<file path="src/rtl/sincos_pkg.sv">
// Shared Q-format constants and the tracking-stage record for the sin/cos arbiter.
package sincos_pkg;
    localparam int ANGLE_W   = 16;
    localparam int FRAC_W    = 13;
    localparam int PI_Q      = 25736;
    localparam int HALF_PI_Q = 12868;
    // Wide enough for the largest supported requester count (8).
    localparam int ID_MAX_W  = 3;

    typedef struct packed {
        logic                valid;
        logic [ID_MAX_W-1:0] id;
        logic                neg;
    } stage_t;
endpackage

</file>
<file path="src/rtl/rr_arbiter.sv">
// N-way round-robin arbiter: combinational grant searched upward from a registered pointer.
module rr_arbiter #(
    parameter  int N   = 4,
    localparam int IDW = $clog2(N)
) (
    input  logic           clk,
    input  logic           reset,
    input  logic [N-1:0]   req,
    output logic [N-1:0]   grant,
    output logic           grant_vld,
    output logic [IDW-1:0] grant_id
);
    logic [IDW-1:0] ptr_q, ptr_d;
    logic [IDW-1:0] cand;
    int             scan_idx;

    always_comb begin
        grant     = '0;
        grant_vld = 1'b0;
        grant_id  = '0;
        scan_idx  = 0;
        cand      = '0;
        for (int k = 0; k < N; k++) begin
            scan_idx = int'(ptr_q) + k;
            if (scan_idx >= N) scan_idx = scan_idx - N;
            cand = IDW'(scan_idx);
            if (!grant_vld && req[cand] && !reset) begin
                grant_vld   = 1'b1;
                grant[cand] = 1'b1;
                grant_id    = cand;
            end
        end
    end

    always_comb begin
        ptr_d = ptr_q;
        if (grant_vld) ptr_d = (grant_id == IDW'(N - 1)) ? '0 : grant_id + 1'b1;
    end

    always_ff @(posedge clk) begin
        if (reset) ptr_q <= '0;
        else       ptr_q <= ptr_d;
    end
endmodule

</file>
<file path="src/rtl/sin_cos_arbiter.sv">
// Shares one pipelined CORDIC sin/cos core among N_REQ requesters with quadrant folding
// and per-operation tracking so each result returns to its issuer.
module sin_cos_arbiter #(
    parameter int N_REQ     = 4,
    parameter int LATENCY   = 4,
    parameter int PI_Q      = sincos_pkg::PI_Q,
    parameter int HALF_PI_Q = sincos_pkg::HALF_PI_Q
) (
    input  logic                clk,
    input  logic                reset,
    input  logic [N_REQ-1:0]    req_valid,
    input  logic [16*N_REQ-1:0] req_angle,
    output logic [N_REQ-1:0]    req_ready,
    output logic [N_REQ-1:0]    resp_valid,
    output logic [15:0]         resp_sin,
    output logic [15:0]         resp_cos,
    output logic [15:0]         cordic_a,
    input  logic [15:0]         cordic_s,
    input  logic [15:0]         cordic_c,
    output logic                busy
);
    import sincos_pkg::*;

    localparam int ID_W = $clog2(N_REQ);
    localparam logic signed [ANGLE_W:0] PI_W       = (ANGLE_W+1)'(PI_Q);
    localparam logic signed [ANGLE_W:0] HALF_W     = (ANGLE_W+1)'(HALF_PI_Q);
    localparam logic signed [ANGLE_W:0] NEG_HALF_W = (ANGLE_W+1)'(-HALF_PI_Q);

    logic                      grant_vld;
    logic [ID_W-1:0]           grant_id;
    logic signed [ANGLE_W-1:0] sel_angle;
    logic signed [ANGLE_W:0]   angle_ext, folded;
    logic                      fold_neg;
    logic                      fold_unused;
    logic [ANGLE_W-1:0]        cordic_a_d, cordic_a_q;
    stage_t                    pipe_d [LATENCY+1];
    stage_t                    pipe_q [LATENCY+1];
    stage_t                    tail;
    logic [N_REQ-1:0]          resp_valid_d, resp_valid_q;
    logic [15:0]               resp_sin_d, resp_sin_q, resp_cos_d, resp_cos_q;

    rr_arbiter #(.N(N_REQ)) u_arb (
        .clk       (clk),
        .reset     (reset),
        .req       (req_valid),
        .grant     (req_ready),
        .grant_vld (grant_vld),
        .grant_id  (grant_id)
    );

    // Fold into [-pi/2, pi/2]; sin and cos both flip sign across a pi shift.
    always_comb begin
        sel_angle = req_angle[ANGLE_W*int'(grant_id) +: ANGLE_W];
        angle_ext = {sel_angle[ANGLE_W-1], sel_angle};
        folded    = angle_ext;
        fold_neg  = 1'b0;
        if (angle_ext > HALF_W) begin
            folded   = angle_ext - PI_W;
            fold_neg = 1'b1;
        end else if (angle_ext < NEG_HALF_W) begin
            folded   = angle_ext + PI_W;
            fold_neg = 1'b1;
        end
        cordic_a_d = grant_vld ? folded[ANGLE_W-1:0] : cordic_a_q;
    end
    assign fold_unused = folded[ANGLE_W];

    always_comb begin
        pipe_d[0].valid = grant_vld;
        pipe_d[0].id    = ID_MAX_W'(grant_id);
        pipe_d[0].neg   = fold_neg;
        for (int k = 1; k <= LATENCY; k++) pipe_d[k] = pipe_q[k-1];
    end

    // Tail stage lines up with the core output for the same issue.
    assign tail = pipe_q[LATENCY];

    always_comb begin
        resp_valid_d = '0;
        resp_sin_d   = resp_sin_q;
        resp_cos_d   = resp_cos_q;
        if (tail.valid) begin
            resp_valid_d = N_REQ'(1) << tail.id;
            resp_sin_d   = tail.neg ? (16'd0 - cordic_s) : cordic_s;
            resp_cos_d   = tail.neg ? (16'd0 - cordic_c) : cordic_c;
        end
    end

    always_ff @(posedge clk) begin
        if (reset) begin
            for (int k = 0; k <= LATENCY; k++) pipe_q[k] <= '0;
            cordic_a_q   <= '0;
            resp_valid_q <= '0;
            resp_sin_q   <= '0;
            resp_cos_q   <= '0;
        end else begin
            for (int k = 0; k <= LATENCY; k++) pipe_q[k] <= pipe_d[k];
            cordic_a_q   <= cordic_a_d;
            resp_valid_q <= resp_valid_d;
            resp_sin_q   <= resp_sin_d;
            resp_cos_q   <= resp_cos_d;
        end
    end

    always_comb begin
        busy = 1'b0;
        for (int k = 0; k <= LATENCY; k++) busy = busy | pipe_q[k].valid;
    end

    assign cordic_a   = cordic_a_q;
    assign resp_valid = resp_valid_q;
    assign resp_sin   = resp_sin_q;
    assign resp_cos   = resp_cos_q;
endmodule

</file>
<file path="config.mk">
export PLATFORM = sky130hd
export DESIGN_NAME = sin_cos_arbiter
export DESIGN_NICKNAME = d
export VERILOG_FILES = /design/src/rtl/sincos_pkg.sv /design/src/rtl/rr_arbiter.sv /design/src/rtl/sin_cos_arbiter.sv
export SDC_FILE = /design/constraint.sdc
export NUM_CORES = 1
export LEC_CHECK = 0
export CORE_ASPECT_RATIO = 1.1
export CORE_MARGIN = 2
export CORE_UTILIZATION = 47
export DETAILED_ROUTE_END_ITERATION = 12
export GPL_ROUTABILITY_DRIVEN = 0
export HOLD_SLACK_MARGIN = 0.05
export PLACE_DENSITY = 0.81
export SLEW_MARGIN = 10
export SYNTH_ARGS = -nofsm -noshare
export SYNTH_HDL_FRONTEND = slang
export SYNTH_SLANG_ARGS = --single-unit
export TNS_END_PERCENT = 30
</file>
<file path="constraint.sdc">
create_clock -name clk -period 5.1 [get_ports clk]
set_input_delay 0.765 -clock clk [delete_from_list [all_inputs] [get_ports clk]]
set_output_delay 0.765 -clock clk [all_outputs]
set_load 0.1 [all_outputs]
</file>
**The metal 3 layer**

Scale: 4 px per um.
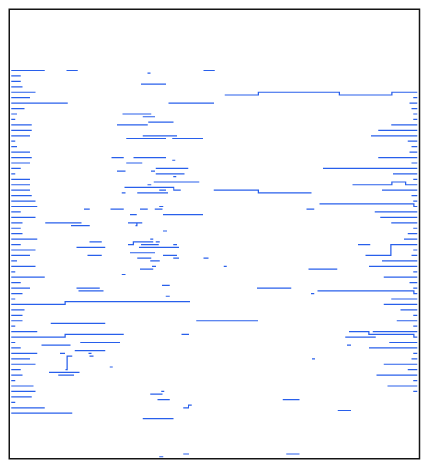
longest straight run	31.1 um
wire length on this layer	1100 um
share of all routed wire	7.6%
via count: 5149
Total Routed Length: 14400 um
routing usage on met3: 5.106%

**Logic cells by family**

Scale: 3 px per um.
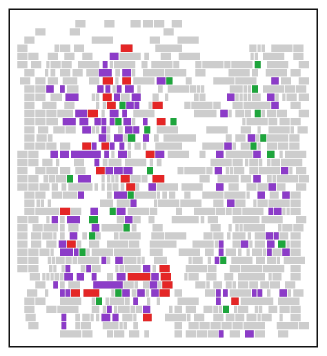
colour	family	cells
red	AND-OR and OR-AND gates	26
purple	inverting AOI/OAI gates	122
green	AND and OR gates	25
share of cell area taken by multi-input logic gates: 47.12%
non-filler instance count after layout: 873

==> flow_summary_export.csv <==
group,metric,value,unit
clocking,clock_tree.htree_level_count,3,
sta,post-route-period-util,91.78,%
sta,final_critical_delay_including_setup_and_external_delays,4681,ps
finish,final_layout_size_suffix_gt1_share,8.356,%
grt,number_of_antenna_violations_at_the_first_check_in_global_routing,0,
critical_path,worst-endpoint-required,5340,ps
critical_path,worstReg2RegEnd,"cordic_a[13]$_SDFFE_PP0P_",
sta,rsz0062_at_grt,"no",
finish,area_overhead_vs_synth,37.62,%
synthesis,syn_avg_cell_area,8.494,sq um
sta,slew_violations,0,
sta,tightest_slew,1052,ps
synthesis,synth_flop_count,74,
clocking,clkLatencyLatePin,330,ps
critical_path,timing.critical_path.from,"u_arb.ptr_q[0]$_SDFFE_PP0P_",
route,post-route-drc-count,0,
sta,final.setup.tns,0,ps
sta,remaining_max_slew_budget_at_the_tightest_pin,29.63,%
sta,final_hold_viol_count,0,
route,topRoutingLayerUsed,"met4",
grt,grt_first_pass_wirelength,22550,um
finish,antenna-diode-count,0,
critical_path,cp_data_arrival_time,4920,ps
outcome,run_status,"finished, final reports clean",
run,drv.max_cap_violation_count,0,
critical_path,timing.critical_path.to,"cordic_a[13]$_SDFFE_PP0P_",
worst_hold_path,hold_class,"reg2reg",
synthesis,yosys_cells,587,
route,drtPass1Iterations,5,
clocking,post_cts_resized,0,
critical_path,worst_path_bufs_invs,2,
sta,achievable-frequency,0.2136,GHz
critical_path,timing.critical_path.fanout_max,41,
clocking,clkSlewWorstSetupHoldPaths,60,ps
floorplan,chipWidth,102.2,um
route,wl_per_cell,16.50,um
placement,port-buffer-count,158,
synthesis,syn-instance-count,587,
grt,number_of_global_route_vias_before_repair,4970,
synthesis,edf_count,0,
critical_path,critical_path.top_delay_family,"AND-OR/OR-AND gates",
synthesis,post_synth_num_cell_types,72,
route,wl_met3,1100,um
clocking,cts-root-buf,"clkbuf_16",
critical_path,crit_path_max_incr_delay,570,ps
sta,finalSetupViolations,0,
critical_path,path_depth,15,
synthesis,seq_area_frac_synth,29.71,%
floorplan,initial_standard_cell_utilization_of_the_core,48.20,%
clocking,cts-root-to-sink-buffers,2,
floorplan,ioPinCount,159,
synthesis,asyncSetResetFlopFracSynth,0,%
critical_path,r2r.worst_path.cells,15,
[layout make-up]
cell class	instances	area, sq um	area share [%]
multi-input cells	464	3233	47.12
repair buffers	162	1597	23.27
flip-flops and latches	74	1483	21.61
clock buffers	10	229.0	3.337
well taps	143	178.9	2.608
clock inverters	5	80.08	1.167
inverters	15	61.31	0.8935
[synthesized netlist by cell type (10+ instances only)]
master | number | area share (%)
nor2b_1 | 21 | 2.6
nand2_1 | 49 | 3.7
a21oi_1 | 14 | 1.4
nor3_1 | 15 | 1.5
inv_1 | 13 | 0.98
xor2_1 | 23 | 4.0
dfxtp_1 | 74 | 30
clkbuf_1 | 18 | 1.4
o21ai_0 | 25 | 2.5
nor2_1 | 73 | 5.5
and3_1 | 10 | 1.3
mux2i_1 | 43 | 8.6
nand3_1 | 21 | 2.1
a211oi_1 | 24 | 3.6
[flip-flops by register name (all words and copies together), names as in the netlist]
name / count
cordic_a: 16
u_arb.ptr_q: 2
pipe_q: 20
resp_cos: 16
resp_sin: 16
resp_valid: 4
[metrics by stage]
step	power [mW]	hold slack [ps]	instance area, sq um	utilization, %	setup WS, ps
floorplan	1.879	413.8	4986	-	1343
global placement	2.177	418.5	6553	63.34	544.2
detailed placement	2.213	420.4	6553	63.34	292.2
CTS	2.880	436.3	6862	66.33	513.3
global route	3.015	450.4	6862	66.33	99.34
finish	2.887	434.2	6862	66.33	419.2
[routing by layer]
layer,vias to the layer above,global-route usage [%]
met3,43,5.106
met2,268,41.45
met5,-,0
met4,0,11.20
met1,2395,29.14
li1,2443,-
[cell usage in the layout, fill, tap and decap left out, drive strengths merged, types with 3 or more instances in the layout]
cell,instances
mux2i,48
dfxtp,74
or3,8
buf,9
xor2,23
o31ai,9
o21ai,25
and3,10
o2111ai,3
inv,14
a221o,5
a31o,4
nor3,15
mux2,10
nand4,6
o211ai,4
xnor2,7
a211oi,31
nand3,21
a21oi,14
nand2,49
nor2,76
ha,9
or4,3
a221oi,3
a211o,5
a31oi,6
clkdlybuf4s50,153
a21boi,4
a22oi,5
o22ai,3
clkbuf,10
nor2b,21
[power by group]
group / switching, mW / internal [mW]
logic: 1.03 / 0.490
registers: 0.0470 / 0.653
clock network: 0.240 / 0.425
[kinds of logic after synthesis]
group	Yosys count	synth area share (%)
flip-flops	74	29.71
AND-OR/OR-AND	148	23.44
multiplexers	60	13.40
XOR/XNOR	30	5.270
AND/OR/NAND/NOR	217	20.48
buffers and inverters	49	5.445
adder cells (fa/ha/maj)	9	2.259
[how the worst min path moves through the flow]
stage,startpoint,to,depth (start not counted)
global placement,pipe_q[0][7]$_SDFF_PP0_,pipe_q[0][12]$_SDFF_PP0_,1
floorplan,pipe_q[0][5]$_SDFF_PP0_,pipe_q[0][10]$_SDFF_PP0_,1
global route,pipe_q[0][17]$_SDFF_PP0_,pipe_q[0][22]$_SDFF_PP0_,1
CTS,pipe_q[0][17]$_SDFF_PP0_,pipe_q[0][22]$_SDFF_PP0_,1
detailed placement,pipe_q[0][17]$_SDFF_PP0_,pipe_q[0][22]$_SDFF_PP0_,1
finish,pipe_q[0][17]$_SDFF_PP0_,pipe_q[0][22]$_SDFF_PP0_,1
Power is estimated from default activity; no workload was simulated.
